==> config.mk <==
export PLATFORM = sky130hd
export DESIGN_NAME = flash_arbiter
export DESIGN_NICKNAME = d
export VERILOG_FILES = /design/src/rtl/flash_arbiter.sv
export SDC_FILE = /design/constraint.sdc
export NUM_CORES = 1
export LEC_CHECK = 0
export CAP_MARGIN = 20
export CORE_MARGIN = 4
export CORE_UTILIZATION = 47
export CTS_CLUSTER_SIZE = 40
export DETAILED_ROUTE_END_ITERATION = 8
export GPL_ROUTABILITY_DRIVEN = 0
export PLACE_DENSITY = 0.83
export SLEW_MARGIN = 5
export SYNTH_ARGS = -nofsm -noshare
export SYNTH_HDL_FRONTEND = slang
export SYNTH_SLANG_ARGS = --single-unit
==> constraint.sdc <==
create_clock -name clk_i -period 7.25 [get_ports clk_i]
set_input_delay 1.0875 -clock clk_i [delete_from_list [all_inputs] [get_ports clk_i]]
set_output_delay 1.0875 -clock clk_i [all_outputs]
set_load 0.02 [all_outputs]
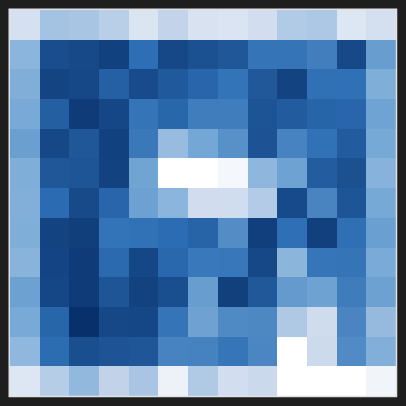
Figure 1: run 1, placement density heat map.
Drawn at 3 px/um. 13 x 13 tiles, from white (low) to dark blue (high), 0 to 100% covered.
nearly empty tiles = 3.6%
tiles over 75% full = 39%
mean over tiles = 62%
emptiest ninth of the die = south-east
densest ninth of the die = west
fullest tile = 100%
core area: 14,000 um^2
share of the core filled with cells: 74.1%
core utilization at floorplan: 48.7%

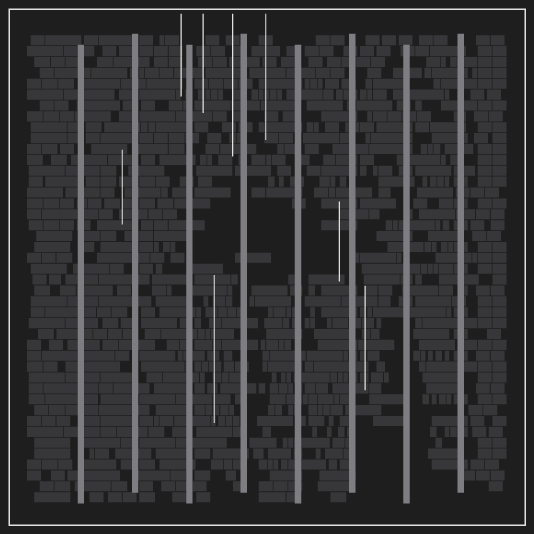
Figure 2: run 1, met4 routing.
Drawn at 4 px/um. Supply wires on this layer in gray.
share of all routed wire = 1.1%
wire length on this layer = 212 um
longest straight run = 36.7 um
main direction = vertical
nets with wire on the layer = 6
total via count in the routed design: 5,458
total wire length: 19,200 um

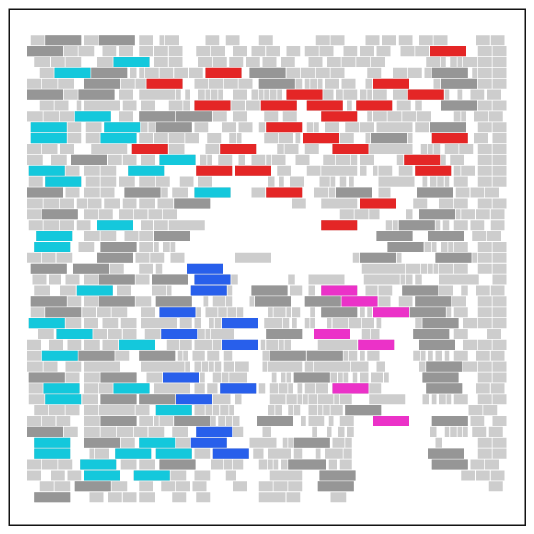
Figure 3: run 1, sequential cells colored by netlist name.
Drawn at 4 px/um. Other sequential cells in the stronger gray, the rest of the logic in the fainter gray.
cyan -> `m0_dat_o`  # sequential cells 32, where a vertical strip on the left
blue -> `timeout_cnt`  # sequential cells 13
magenta -> `bo_cnt`  # sequential cells 7
red -> `s_adr_o`  # sequential cells 24
not colored = 81
area taken by flip-flops and latches: 3930 um^2
register share of the cell area: 37.8%

==> reports/metrics.cfg, run 1 <==
[run_status]
status = finished clean

[clocking]
cts_num_sinks = 157
worstSkewPairLatency_ps = 410
postCtsHoldBufs = 0
cts-buffers-inserted = 17
clk_path_buf_depth = 2
clk_pin_slew_ps = 60
cts_tree = built
h-tree-depth = 4
cts_root_buf = clkbuf_16
ctsResizeCount = 0
post_cts_buffers = 0

[yosys]
netlist.top_cell.by_instances = dfrtp_1
synth_async_sr_flop_share_pct = 100
synth.cellmix.adderShare_pct = 0.732
ys_seq_share_pct = 57.5
post_synth_main_area_contributors = dfrtp_1, mux2_2, mux2i_1, nand2_1, o21ai_0
synthesis.area_um2 = 6840
edf_count = 0
xor_share_pct = 1.54
ys_sh_mux_pct = 19.7
ys_dominant_reg_cell = dfrtp_1
netlist_logic_family_top = multiplexers
synthesis.yosys.warnings = 0
synth.cellmix.simpleShare_pct = 10.1
syn_inst = 573
syn-num-nets = 729
yosys-top-cells-count = dfrtp_1, nand2_1, mux2i_1
ys_seq_elements = 157
synthDominantCellAreaShare_pct = 57.1
syn-mean-instance-area_um2 = 11.9
cell_taking_the_most_area_after_synthesis = dfrtp_1
synth-compound-area-share_pct = 7.98
library_cells_used_by_synthesis = 49
synth.yosys.num_cells = 573
yosys_area_um2 = 6840

[floorplanning]
die_area_um2 = 16500
nWellTaps = 180
die_width_um = 129
pin_count = 278
die_height_um = 129
placement_rows = 43

[timing]
period_minus_slack_ps = 3200
timing_max_transition_violations_final = 0
slew-limit-headroom_pct = 33.1
finalHoldWorstSlack_ps = 476
rsz0062_at_grt = false
finalHoldViolations = 0
fmaxAchievable_ghz = 0.313
timing_worst_slew_pin_value_ps = 1000
fin_crit_sh_pct = 44.1
setup_tns_ps = 0
worst_clock_skew_ps = 9.02
setup_viol_count_final = 0
worst_slack_ps = 4050

[global_route]
first_global_vias = 5763
grtUsageTotal_pct = 23.1
total_overflow_reported_by_the_global_router = 0
first_pass_grt_wire_length_um = 29700
maximum_number_of_pins_on_one_net_before_global_route_repair = 92
grt_antenna_before_repair = 0

[setup_path]
crit_path_max_fanout = 74
crit_arrival_ps = 3460
worstSetupPathType = in2reg
reg2reg_slack_ps = 4820
critical_path.endpoint_type = register
critical_path.startpoint_type = primary input
required_time_reported_for_the_critical_path_endpoint_ps = 7510
r2r_cells = 5

[finish]
final.signal_inverter_count = 7
top_layout_cell = clkdlybuf4s50_1
most-common-layout-cells = clkdlybuf4s50_1, dfrtp_1, nand2_1
logic_gate_count = 379
finalNetCount = 1003
logic_area_um2 = 2770
area_of_all_placed_cells_without_fillers_um2 = 10400
largest_class = sequential cells
clockNetworkAreaShare_pct = 5.75
sh_comb_area_pct = 26.6
final_layout_size_suffix_gt1_share_pct = 12.4
non_clock_buffer_count = 285
area_growth_syn_to_layout_pct = 52.3
clock_buffers = 20
flop-count = 157
finalNonFillerCells = 1040
antennaDiodeCount = 0
area_share_nonclk_buffers_pct = 27.4
n_fill_cell = 896

[place]
place.port_buffers = 277
dpl_cell_area_um2 = 9780
detailedPlace.worstSlack_ps = 3610
placed_cells_incl_taps = 1006
dp_hpwl_um = 14400

[power_and_ir_drop]
p_leak_nw = 4.65
p_per_area_nw_per_um2 = 358
total_power_mw = 3.73
ir_worst_vdd_v = 0.000247

[worst_hold_path]
hold_path_class = reg2reg
holdPathStages = 2

[route]
route.detailed.vias_per_inst = 5.25
route.detailed.wl_per_inst_um = 18.5
dr.pass1.iters = 4
drt_drc = 0
detailedRoute.firstIterationViolations = 243
drt.antenna.violating_nets = 0

[flow_run]
max-cap-violations = 0
log.warning_count = 26

==> run 1: metal layers <==
layer | vias up | track usage (%) | wire length, um
met5 | - | 0 | 0
met4 | 0 | 5.87 | 212
met3 | 16 | 11.4 | 2220
met2 | 236 | 41.4 | 9870
met1 | 2617 | 24.2 | 6900
li1 | 2589 | - | -
==> run 1: power by group <==
group / internal [mW] / switching [mW]
clock network: 0.545 / 0.346
registers: 1.18 / 0.205
logic: 0.731 / 0.726
total: 2.45 / 1.28
==> run 1: worst max-delay path, stage by stage <==
cell,delay [ps]
clkdlybuf4s50_1,600
o21ai_4,870
buf_4,640
o21ai_0,210
--- run 2 (diff from run 1) ---
--- a/config.mk
+++ b/config.mk
@@ -7,11 +7,11 @@
 export LEC_CHECK = 0
 export CAP_MARGIN = 20
 export CORE_MARGIN = 4
-export CORE_UTILIZATION = 47
+export CORE_UTILIZATION = 39
 export CTS_CLUSTER_SIZE = 40
 export DETAILED_ROUTE_END_ITERATION = 8
 export GPL_ROUTABILITY_DRIVEN = 0
-export PLACE_DENSITY = 0.83
+export PLACE_DENSITY = 0.73
 export SLEW_MARGIN = 5
 export SYNTH_ARGS = -nofsm -noshare
 export SYNTH_HDL_FRONTEND = slang
==> constraint.sdc (replaced) <==
create_clock -name clk_i -period 2.85 [get_ports clk_i]
set_input_delay 0.4275 -clock clk_i [delete_from_list [all_inputs] [get_ports clk_i]]
set_output_delay 0.4275 -clock clk_i [all_outputs]
set_load 0.02 [all_outputs]
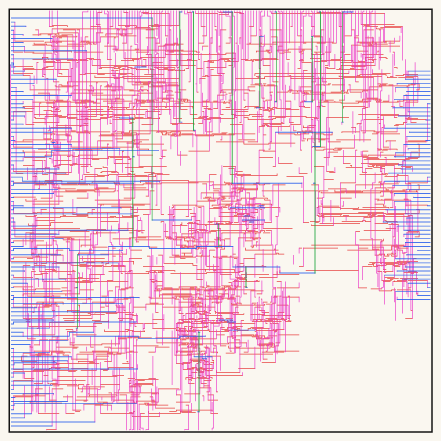
Figure 4: run 2, routed metal, one color a layer.
Drawn at 3 px/um.
blue -> met3  # wire length 2,140 um
red -> met1  # wire length 7,460 um
green -> met4  # wire length 513 um
magenta -> met2  # wire length 9,480 um
Total GRT Usage: 19.7%
total wire length: 19,600 um
total via count in the routed design: 5,468
DR WL/cell: 18.0 um

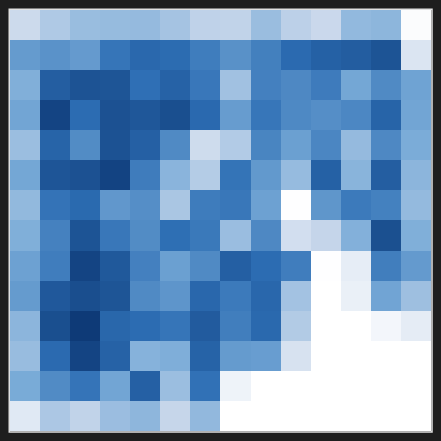
Figure 5: run 2, placement density heat map.
Drawn at 3 px/um. 14 x 14 tiles, from white (low) to dark blue (high), 0 to 100% covered.
core area: 17,200 um^2
core utilization at floorplan: 39.7%

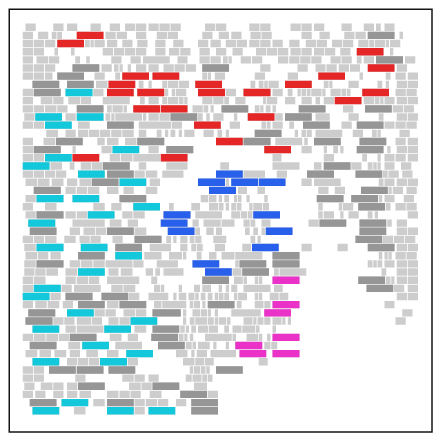
Figure 6: run 2, sequential cells colored by netlist name.
Drawn at 3 px/um. Other sequential cells in the stronger gray, the rest of the logic in the fainter gray.
share of the core filled with cells: 61.2%
register share of the cell area: 37.2%
power consumed by sequential cells: 3.51 mW

==> run 2 against run 1 <==
Against the previous run:
- die area rose by 19%
- combinational power rose to 2.6 times the previous value
- via count rose by 0.18%
- final cell count rose by 4.7%
- largest cell class unchanged
==> reports/metrics.cfg, run 2 <==
[yosys]
yosys_area_um2 = 6840  ; unchanged
syn-mean-instance-area_um2 = 11.9  ; unchanged
cell_taking_the_most_area_after_synthesis = dfrtp_1
post_synth_main_area_contributors = dfrtp_1, mux2_2, mux2i_1, nand2_1, o21ai_0
yosys-top-cells-count = dfrtp_1, nand2_1, mux2i_1
syn-num-nets = 729  ; unchanged
synth-compound-area-share_pct = 7.98  ; unchanged
syn_inst = 573  ; unchanged
synthDominantCellAreaShare_pct = 57.1  ; unchanged
synthesis.area_um2 = 6840  ; unchanged
library_cells_used_by_synthesis = 49  ; unchanged
synthesis.yosys.warnings = 0  ; unchanged
synth.yosys.num_cells = 573  ; unchanged
synth_async_sr_flop_share_pct = 100  ; unchanged
ys_seq_elements = 157  ; unchanged
synth.cellmix.simpleShare_pct = 10.1  ; unchanged
ys_dominant_reg_cell = dfrtp_1
ys_seq_share_pct = 57.5  ; unchanged
edf_count = 0  ; unchanged
ys_sh_mux_pct = 19.7  ; unchanged
xor_share_pct = 1.54  ; unchanged
synth.cellmix.adderShare_pct = 0.732  ; unchanged
netlist_logic_family_top = multiplexers
netlist.top_cell.by_instances = dfrtp_1

[power_and_ir_drop]
pwr.group.combinational_mw = 3.75  ; +160%
share_comb_of_total_power_pct = 39.0  ; about the same
power.share.sequential_pct = 36.5  ; -0.6 points
power.switching_fraction_pct = 34.4  ; +0.15 points
ir_worst_vdd_v = 0.000565  ; +130%
power_frac_clock_pct = 24.4  ; +0.5 points
cell_internal_pwr_mw = 6.30  ; +160%
p_leak_nw = 4.69  ; +0.77%
p_per_area_nw_per_um2 = 909  ; +150%
power.clock.total_mw = 2.35  ; +160%
power_switching_mw = 3.30  ; +160%
power-top-group = combinational logic

[global_route]
first_pass_grt_wire_length_um = 30700  ; +3.3%
total_overflow_reported_by_the_global_router = 0  ; unchanged
first_global_vias = 5900  ; +2.4%
grt_antenna_before_repair = 1  ; +1
maximum_number_of_pins_on_one_net_before_global_route_repair = 121  ; +32%

[timing]
timing_max_transition_violations_final = 0  ; unchanged
period_minus_slack_ps = 2260
setup_viol_count_final = 0  ; unchanged
slew-limit-headroom_pct = 62.2  ; +29 points
finalHoldViolations = 0  ; unchanged
finalHoldWorstSlack_ps = 290  ; -186 ps
fmaxAchievable_ghz = 0.442
rsz0062_at_grt = false
fin_crit_sh_pct = 79.4
timing_worst_slew_pin_value_ps = 562  ; -437 ps
setup_tns_ps = 0  ; unchanged
worst_clock_skew_ps = 8.31  ; -0.715 ps

[flow_run]
log.warning_count = 28  ; +7.7%
max-cap-violations = 0  ; unchanged

[clocking]
worstSkewPairLatency_ps = 420  ; about the same
post_cts_buffers = 0  ; unchanged
cts_tree = built
cts_root_buf = clkbuf_16
postCtsHoldBufs = 0  ; unchanged
clk_path_buf_depth = 2  ; unchanged
cts_num_sinks = 157  ; unchanged
cts-buffers-inserted = 17  ; unchanged
h-tree-depth = 4  ; unchanged
ctsResizeCount = 0  ; unchanged
clk_pin_slew_ps = 60  ; about the same

[route]
route.detailed.vias_per_inst = 5.02  ; -4.3%
drt.antenna.violating_nets = 0  ; unchanged
drt_drc = 0  ; unchanged
detailedRoute.firstIterationViolations = 159  ; -35%
dr.pass1.iters = 4  ; unchanged

[setup_path]
reg2reg_slack_ps = 590  ; -4230 ps
worstPathCellList = mux2i_4 -> a21boi_0 -> or3_4 -> a221o_1
r2r_cells = 4  ; -1
crit_path_max_fanout = 10  ; -86%
slowest_stage = dfstp_2
critical_path.endpoint_type = register
critical_path.startpoint_type = register
required_time_reported_for_the_critical_path_endpoint_ps = 3150  ; -4360 ps
worstSetupPathType = reg2reg
crit_arrival_ps = 2560  ; -900 ps
slowest_delay_ps = 690  ; -180 ps

[finish]
most-common-layout-cells = clkdlybuf4s50_1, dfrtp_1, nand2_1
finalNetCount = 1007  ; +0.40%
non_clock_buffer_count = 289  ; +1.4%
clock_buffers = 19  ; -5.0%
sh_comb_area_pct = 26.3  ; -0.37 points
flop-count = 157  ; unchanged
logic_area_um2 = 2770  ; unchanged
clockNetworkAreaShare_pct = 5.81  ; +0.062 points
top_layout_cell = clkdlybuf4s50_1
logic_gate_count = 379  ; unchanged
final_layout_size_suffix_gt1_share_pct = 13.1  ; +0.65 points
antennaDiodeCount = 1  ; +1
area_growth_syn_to_layout_pct = 54.4
largest_class = sequential cells
area_of_all_placed_cells_without_fillers_um2 = 10600  ; +1.4%
final.signal_inverter_count = 7  ; unchanged
area_share_nonclk_buffers_pct = 27.7  ; +0.33 points
n_fill_cell = 1343  ; +50%
ff_latch_area_um2 = 3930  ; unchanged

[place]
dpl_cell_area_um2 = 9940  ; +1.7%
dp_hpwl_um = 14800  ; +3.1%
place.port_buffers = 277  ; unchanged

[floorplanning]
pin_count = 278  ; unchanged
die_width_um = 140  ; +9.2%
placement_rows = 48  ; +12%
nWellTaps = 225  ; +25%
die_height_um = 140  ; +9.2%
die_area_um2 = 19700  ; +19%

[run_status]
status = finished clean

[worst_hold_path]
hold_path_class = in2async

run 2: cell counts after synthesis:
No cell type changed its count.
run 2: layer usage:
metal	wire length, um	vias up	part of all wire [%]	track usage, %
met5	0	-	0	0
met4	512	0	2.6	7.34
met3	2140	33	11	9.70
met2	9480	219	48	32.8
met1	7460	2631	38	21.8
li1	-	2585	-	-
run 2: metrics by stage:
step	utilization (%)	instances	setup WS, ps	power (mW)
2_1_floorplan	-	573	436	5.31
3_3_place_gp	57.7	1057	418	7.16
3_5_place_dp	57.7	1057	363	7.31
4_1_cts	61.2	1088	593	9.69
5_1_grt	61.2	1089	446	10.1
6_report	61.2	1089	588	9.60
run 2: worst max-delay path: cells and delay by family, from the launching register on:
family          cells  cell delay [ps]
compound gates      2              580
mux                 1              480
flops               1              690
simple gates        1              390
No activity file was given, so power comes from the tool's default toggle rates.
